### Routing congestion map

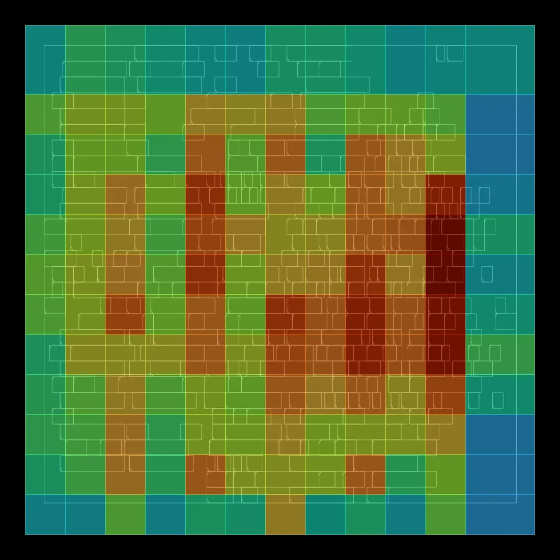
### Routed metal, one colour a layer

Bar = 20 um.
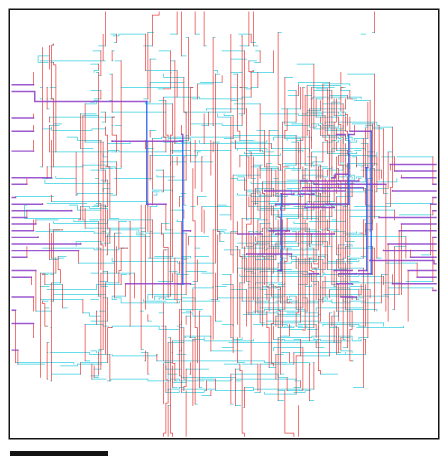
### Clock wires, drivers and flops

Bar = 20 um.
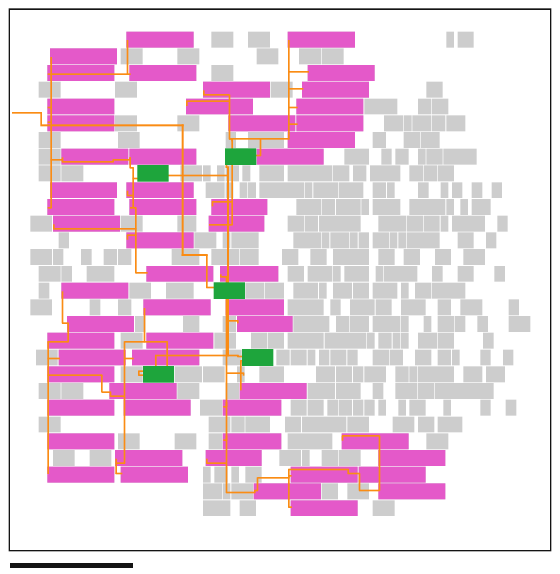
### Register map, names as in the netlist

Other sequential cells in the stronger grey, the rest of the logic in the fainter grey.
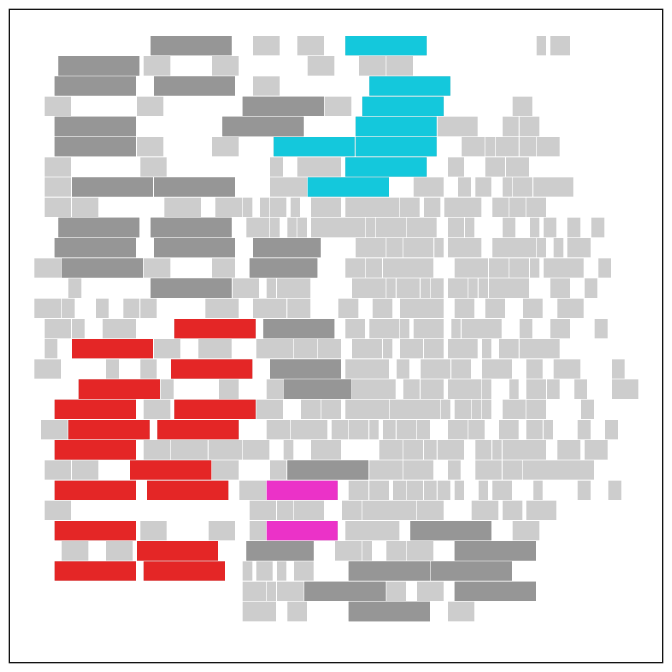
$ cat config.mk
export PLATFORM = sky130hd
export DESIGN_NAME = regwr_arbiter
export DESIGN_NICKNAME = d
export VERILOG_FILES = /design/src/rtl/regwr_pkg.sv /design/src/rtl/wrfifo.sv /design/src/rtl/regwr_arbiter.sv
export SDC_FILE = /design/constraint.sdc
export NUM_CORES = 1
export LEC_CHECK = 0
export CAP_MARGIN = 20
export CORE_MARGIN = 3
export CORE_UTILIZATION = 42
export CTS_CLUSTER_DIAMETER = 40
export DETAILED_ROUTE_END_ITERATION = 8
export GPL_TIMING_DRIVEN = 0
export PLACE_DENSITY = 0.68
export SETUP_SLACK_MARGIN = 0.05
export SLEW_MARGIN = 20
export SYNTH_ARGS = -nofsm -noshare
export SYNTH_HDL_FRONTEND = slang
export SYNTH_SLANG_ARGS = --single-unit
$ cat constraint.sdc
create_clock -name clk -period 2.73 [get_ports clk]
set_clock_uncertainty 0.2 [all_clocks]
set_input_delay 0.6825 -clock clk [delete_from_list [all_inputs] [get_ports clk]]
set_output_delay 0.6825 -clock clk [all_outputs]
set_load 0.005 [all_outputs]
$ cat src/rtl/regwr_pkg.sv
// Shared register-file write definitions: address/data widths and the
// last-grant encoding used by the write arbiter.
package regwr_pkg;
  localparam int REG_AW   = 4;
  localparam int REG_DW   = 8;
  localparam int NUM_REGS = 16;

  typedef enum logic {
    LAST0 = 1'b0,
    LAST1 = 1'b1
  } last_t;
endpackage

$ cat src/rtl/wrfifo.sv
// Per-requester write FIFO with a per-entry valid/address view so the
// arbiter can build its register busy map.
module wrfifo
  import regwr_pkg::*;
#(
  parameter int DEPTH = 2
) (
  input  logic                          clk,
  input  logic                          reset,
  input  logic                          push,
  input  logic                          pop,
  input  logic [REG_AW-1:0]             in_addr,
  input  logic [REG_DW-1:0]             in_data,
  output logic                          full,
  output logic                          empty,
  output logic [REG_AW-1:0]             head_addr,
  output logic [REG_DW-1:0]             head_data,
  output logic [DEPTH-1:0]              ent_valid,
  output logic [DEPTH-1:0][REG_AW-1:0]  ent_addr
);
  localparam int PW = $clog2(DEPTH);
  localparam int CW = PW + 1;

  logic [REG_AW-1:0] mem_addr [DEPTH];
  logic [REG_DW-1:0] mem_data [DEPTH];
  logic [PW-1:0]     rd_ptr;
  logic [PW-1:0]     wr_ptr;
  logic [CW-1:0]     count;
  logic              do_push;
  logic              do_pop;

  assign full    = (count == CW'(DEPTH));
  assign empty   = (count == '0);
  assign do_push = push && !full;
  assign do_pop  = pop && !empty;

  // DEPTH is a power of two, so the pointers wrap by plain overflow.
  always_ff @(posedge clk or posedge reset) begin
    if (reset) begin
      rd_ptr <= '0;
      wr_ptr <= '0;
      count  <= '0;
    end else begin
      if (do_push) wr_ptr <= wr_ptr + 1'b1;
      if (do_pop)  rd_ptr <= rd_ptr + 1'b1;
      count <= count + CW'(do_push) - CW'(do_pop);
    end
  end

  always_ff @(posedge clk) begin
    if (do_push) begin
      mem_addr[wr_ptr] <= in_addr;
      mem_data[wr_ptr] <= in_data;
    end
  end

  assign head_addr = mem_addr[rd_ptr];
  assign head_data = mem_data[rd_ptr];

  // A slot is live when its distance from the read pointer is below count.
  for (genvar g = 0; g < DEPTH; g++) begin : g_view
    assign ent_valid[g] = ({1'b0, PW'(g) - rd_ptr} < count);
    assign ent_addr[g]  = mem_addr[g];
  end
endmodule

$ cat src/rtl/regwr_arbiter.sv
// Two-requester register-file write arbiter. Define REGWR_ARBITER_RR_EN for
// round-robin arbitration; otherwise requester 0 has fixed priority.
module regwr_arbiter
  import regwr_pkg::*;
#(
  parameter int DEPTH = 2
) (
  input  logic                clk,
  input  logic                reset,
  input  logic                r0_valid,
  input  logic [REG_AW-1:0]   r0_addr,
  input  logic [REG_DW-1:0]   r0_data,
  output logic                r0_ready,
  input  logic                r1_valid,
  input  logic [REG_AW-1:0]   r1_addr,
  input  logic [REG_DW-1:0]   r1_data,
  output logic                r1_ready,
  output logic                we3,
  output logic [REG_AW-1:0]   wa3,
  output logic [REG_DW-1:0]   wd3,
  output logic [NUM_REGS-1:0] busy
);
  logic                         full0, full1, empty0, empty1;
  logic [REG_AW-1:0]            h0_addr, h1_addr;
  logic [REG_DW-1:0]            h0_data, h1_data;
  logic [DEPTH-1:0]             v0, v1;
  logic [DEPTH-1:0][REG_AW-1:0] a0, a1;
  logic                         any, gnt1;

  assign r0_ready = !full0;
  assign r1_ready = !full1;
  assign any      = !(empty0 && empty1);

  wrfifo #(.DEPTH(DEPTH)) u_fifo0 (
    .clk(clk), .reset(reset),
    .push(r0_valid && r0_ready), .pop(any && !gnt1),
    .in_addr(r0_addr), .in_data(r0_data),
    .full(full0), .empty(empty0),
    .head_addr(h0_addr), .head_data(h0_data),
    .ent_valid(v0), .ent_addr(a0)
  );

  wrfifo #(.DEPTH(DEPTH)) u_fifo1 (
    .clk(clk), .reset(reset),
    .push(r1_valid && r1_ready), .pop(any && gnt1),
    .in_addr(r1_addr), .in_data(r1_data),
    .full(full1), .empty(empty1),
    .head_addr(h1_addr), .head_data(h1_data),
    .ent_valid(v1), .ent_addr(a1)
  );

`ifdef REGWR_ARBITER_RR_EN
  last_t state, state_nxt;

  always_ff @(posedge clk or posedge reset) begin
    if (reset) state <= LAST1;
    else       state <= state_nxt;
  end

  always_comb begin
    state_nxt = state;
    if (!empty0 && !empty1) gnt1 = (state == LAST0);
    else                    gnt1 = !empty1;
    if (any) state_nxt = gnt1 ? LAST1 : LAST0;
  end
`else
  always_comb gnt1 = empty0 && !empty1;
`endif

  // Address 0 still consumes the grant and pops, but never writes.
  always_comb begin
    we3 = 1'b0;
    wa3 = '0;
    wd3 = '0;
    if (any) begin
      wa3 = gnt1 ? h1_addr : h0_addr;
      wd3 = gnt1 ? h1_data : h0_data;
      we3 = (wa3 != '0);
    end
  end

  always_comb begin
    busy = '0;
    for (int unsigned i = 0; i < DEPTH; i++) begin
      if (v0[i]) busy[a0[i]] = 1'b1;
      if (v1[i]) busy[a1[i]] = 1'b1;
    end
    busy[0] = 1'b0;
  end
endmodule

==> qor.txt <==
Std cell rows = 29
Worst r2r src = u_fifo1.count[0]$_DFF_PP0_
Worst hold path depth = 1
Largest area contributor in the netlist = edfxtp_1
Worst r2r path cells = 10
Yosys Chip Area = 2808 um^2
GR Util met1 = 21.30%
Synth cell types = 43
CP max stage cell = dfrtp_2
IO buf count = 57
Crit path launch = u_fifo0.count[0]$_DFF_PP0_
Clk buf depth = 2
Final non-filler cell area = 4019 um^2
Synth flops = 56
H-tree levels = 2
Buf+Inv Stages, Crit Path = 2
Post-synth top area share = 51.34%
Final Hold Viols = 0
Commonest Layout Cell = edfxtp_1
Die area = 7702 um^2
Share of layout cells above drive strength 1 = 34.86%
IO Pins = 59
Pre-Repair DR Iteration Count = 4
Area grow syn2layout = 43.14%
Hold path startpoint = u_fifo1.wr_ptr$_DFFE_PP0P_
Die Y = 87.76 um
Post-cts sizing count = 105
Violated checks = negative setup slack
Filler instances = 514
Vias per cell = 5.661
Cells after Synth = 233
Post-synthesis sequential area ratio = 58.47%
Sink Count = 56
Final nets = 357
Cell family with most CP delay = simple AND/OR/NAND/NOR gates
Tool warnings = 28
YS warnings = 0
EDFF count, synth = 48
Routed Antenna Nets = 0
CP arrival = 1.94 ns
MI comb area = 1328 um^2
Status = complete, but fails checks
CTS tree = done
HP Class = flip-flop to flip-flop
DP Area = 3475 um^2
Root Driver = clkbuf_8
DRC errors left = 0
Most Used Layer, Global Route = met2
Postcts setup bufs = 21
Number of clock buffers inserted by TritonCTS = 5
Cell Chain, Critical Path = or2_0, buf_4, or3_4, a22oi_2, a31oi_1, buf_2
Power Dens Cells = 870.3 nW/um^2
Antenna cell count = 0
Max Slew Vio Count = 0
First-pass GRT wire length = 10.50 mm
WP data required = 1.85 ns
Max Cap Viol = 0
Final setup vio count = 3
RSZ-0062 raised after global routing = yes
Largest net degree at the start of global routing = 16
Cell area leaders = edfxtp_1, dfrtp_1, mux2i_1, nand2_1, a22oi_1
Yosys top cell by instances = edfxtp_1
CP endpoint kind = output port
Vias in the first global route = 2,179
Period minus WS final = 2.822 ns
Placer Congestion = 0.9105
VDD IR max = 0.4845 mV
Core ar. = 6422 um^2
Synth Area per Inst = 12.05 um^2
Leak pwr = 1.561 nW
Reg area = 1647 um^2
DP HPWL = 4.845 mm
Main flop type = edfxtp_1
Total grt overflow = 0
Clk slew on worst S/H paths = 0.09 ns
Final setup margin = -0.09190 ns
WHS = 0.3034 ns
Yosys cell count = 233
Initial antenna violation count = 0
Critical Path Start Type = flip-flop
Reg-to-Reg End = u_fifo1.count[1]$_DFF_PP0_
Slew margin rel. = 33.27%
Worst Tran Pin Value = 0.9973 ns
Critical path class = flip-flop to output port
Util after Layout = 62.58%
Syn Std Cell Area = 2808 um^2
Post-route setup TNS = -0.1353 ns
Cycle use final = 103.4%
Die Span X = 87.76 um
DRT iter0 DRCs = 115
Notes on 'Routing congestion map' above:
GR Util met2: 32.60%
WL/cell: 17.93 um
M3 GR Usage: 3.387%

Notes on 'Routed metal, one colour a layer' above:
layer	colour	wire length
M4	blue	131 um
M1	cyan	2,840 um
M3	purple	448 um
M2	red	3,820 um
GRT Total Usage: 17.90%
total number of vias: 2,287
final WL: 7.244 mm

Notes on 'Clock wires, drivers and flops' above:
[clock wires] orange | length: 520 um
[flip-flops] magenta | count: 56
[clock-net drivers] green | count: 5
routed clock nets	6
clock-net power: 0.406 mW
Late-Pin Clk Latency: 0.30 ns

Notes on 'Register map, names as in the netlist' above:
name in the netlist	colour	placed flops
`u_fifo0.mem_data`	red	16
`u_fifo1.mem_addr`	cyan	8
`u_fifo0.count`	magenta	2

-- state kept, by name, summed over array words and instances, names as in the netlist, 2 cells and up --
| signal | flops |
|---|---|
| u_fifo1.count | 2 |
| u_fifo0.mem_addr | 8 |
| u_fifo0.mem_data | 16 |
| u_fifo1.mem_addr | 8 |
| u_fifo1.mem_data | 16 |
| u_fifo0.count | 2 |
-- worst max-delay path by stage --
stage,end,slack [ns],cells after the start
3_3_place_gp,busy[4],-0.22,6
3_5_place_dp,we3,-0.21,6
6_report,we3,-0.09,6
4_1_cts,we3,-0.18,6
5_1_grt,we3,-0.15,5
2_1_floorplan,we3,0.43,5
-- final cells by class --
class	instances	area share, %
tap	77	2.397
timing repair buffer	88	18.84
inverter	10	0.9340
clock buffer	6	1.806
buffer	7	1.899
clock inverter	1	0.1245
sequential	56	40.97
multi-input combinational	159	33.03
-- per-layer routing --
metal  up-vias  share of wire (%)
met5         -                  0
met4         0                1.8
met3        13                6.2
met2        90                 53
met1      1100                 39
li1       1084                  -
-- power by group --
part           switching, mW  internal, mW  leakage (nW)  total (mW)
Clock                  0.231         0.175        0.0410       0.406
Combinational          0.875         0.891         0.980        1.77
Sequential             0.161          1.16         0.539        1.33
Total                   1.27          2.23          1.56        3.50
-- cells by family (layout without fill, tap and decap cells) --
group	after synthesis	in the layout	synth area share, %
DFF	56	56	58.47
adders and majority gates	2	2	0.8911
other	1	1	0.1336
muxes	24	24	8.734
and+or+nand+nor	76	76	14.44
buffers and inverters	18	112	2.808
xor gates and xnor gates	6	6	1.872
AOI/OAI and AO/OA	50	50	12.66
-- metrics by stage --
stage          setup slack, ns  std cells
2_1_floorplan           0.4328        233
3_3_place_gp           -0.2177        367
3_5_place_dp           -0.2129        367
4_1_cts                -0.1751        394
5_1_grt                -0.1488        404
6_report              -0.09190        404
Power is estimated from default activity; no workload was simulated.
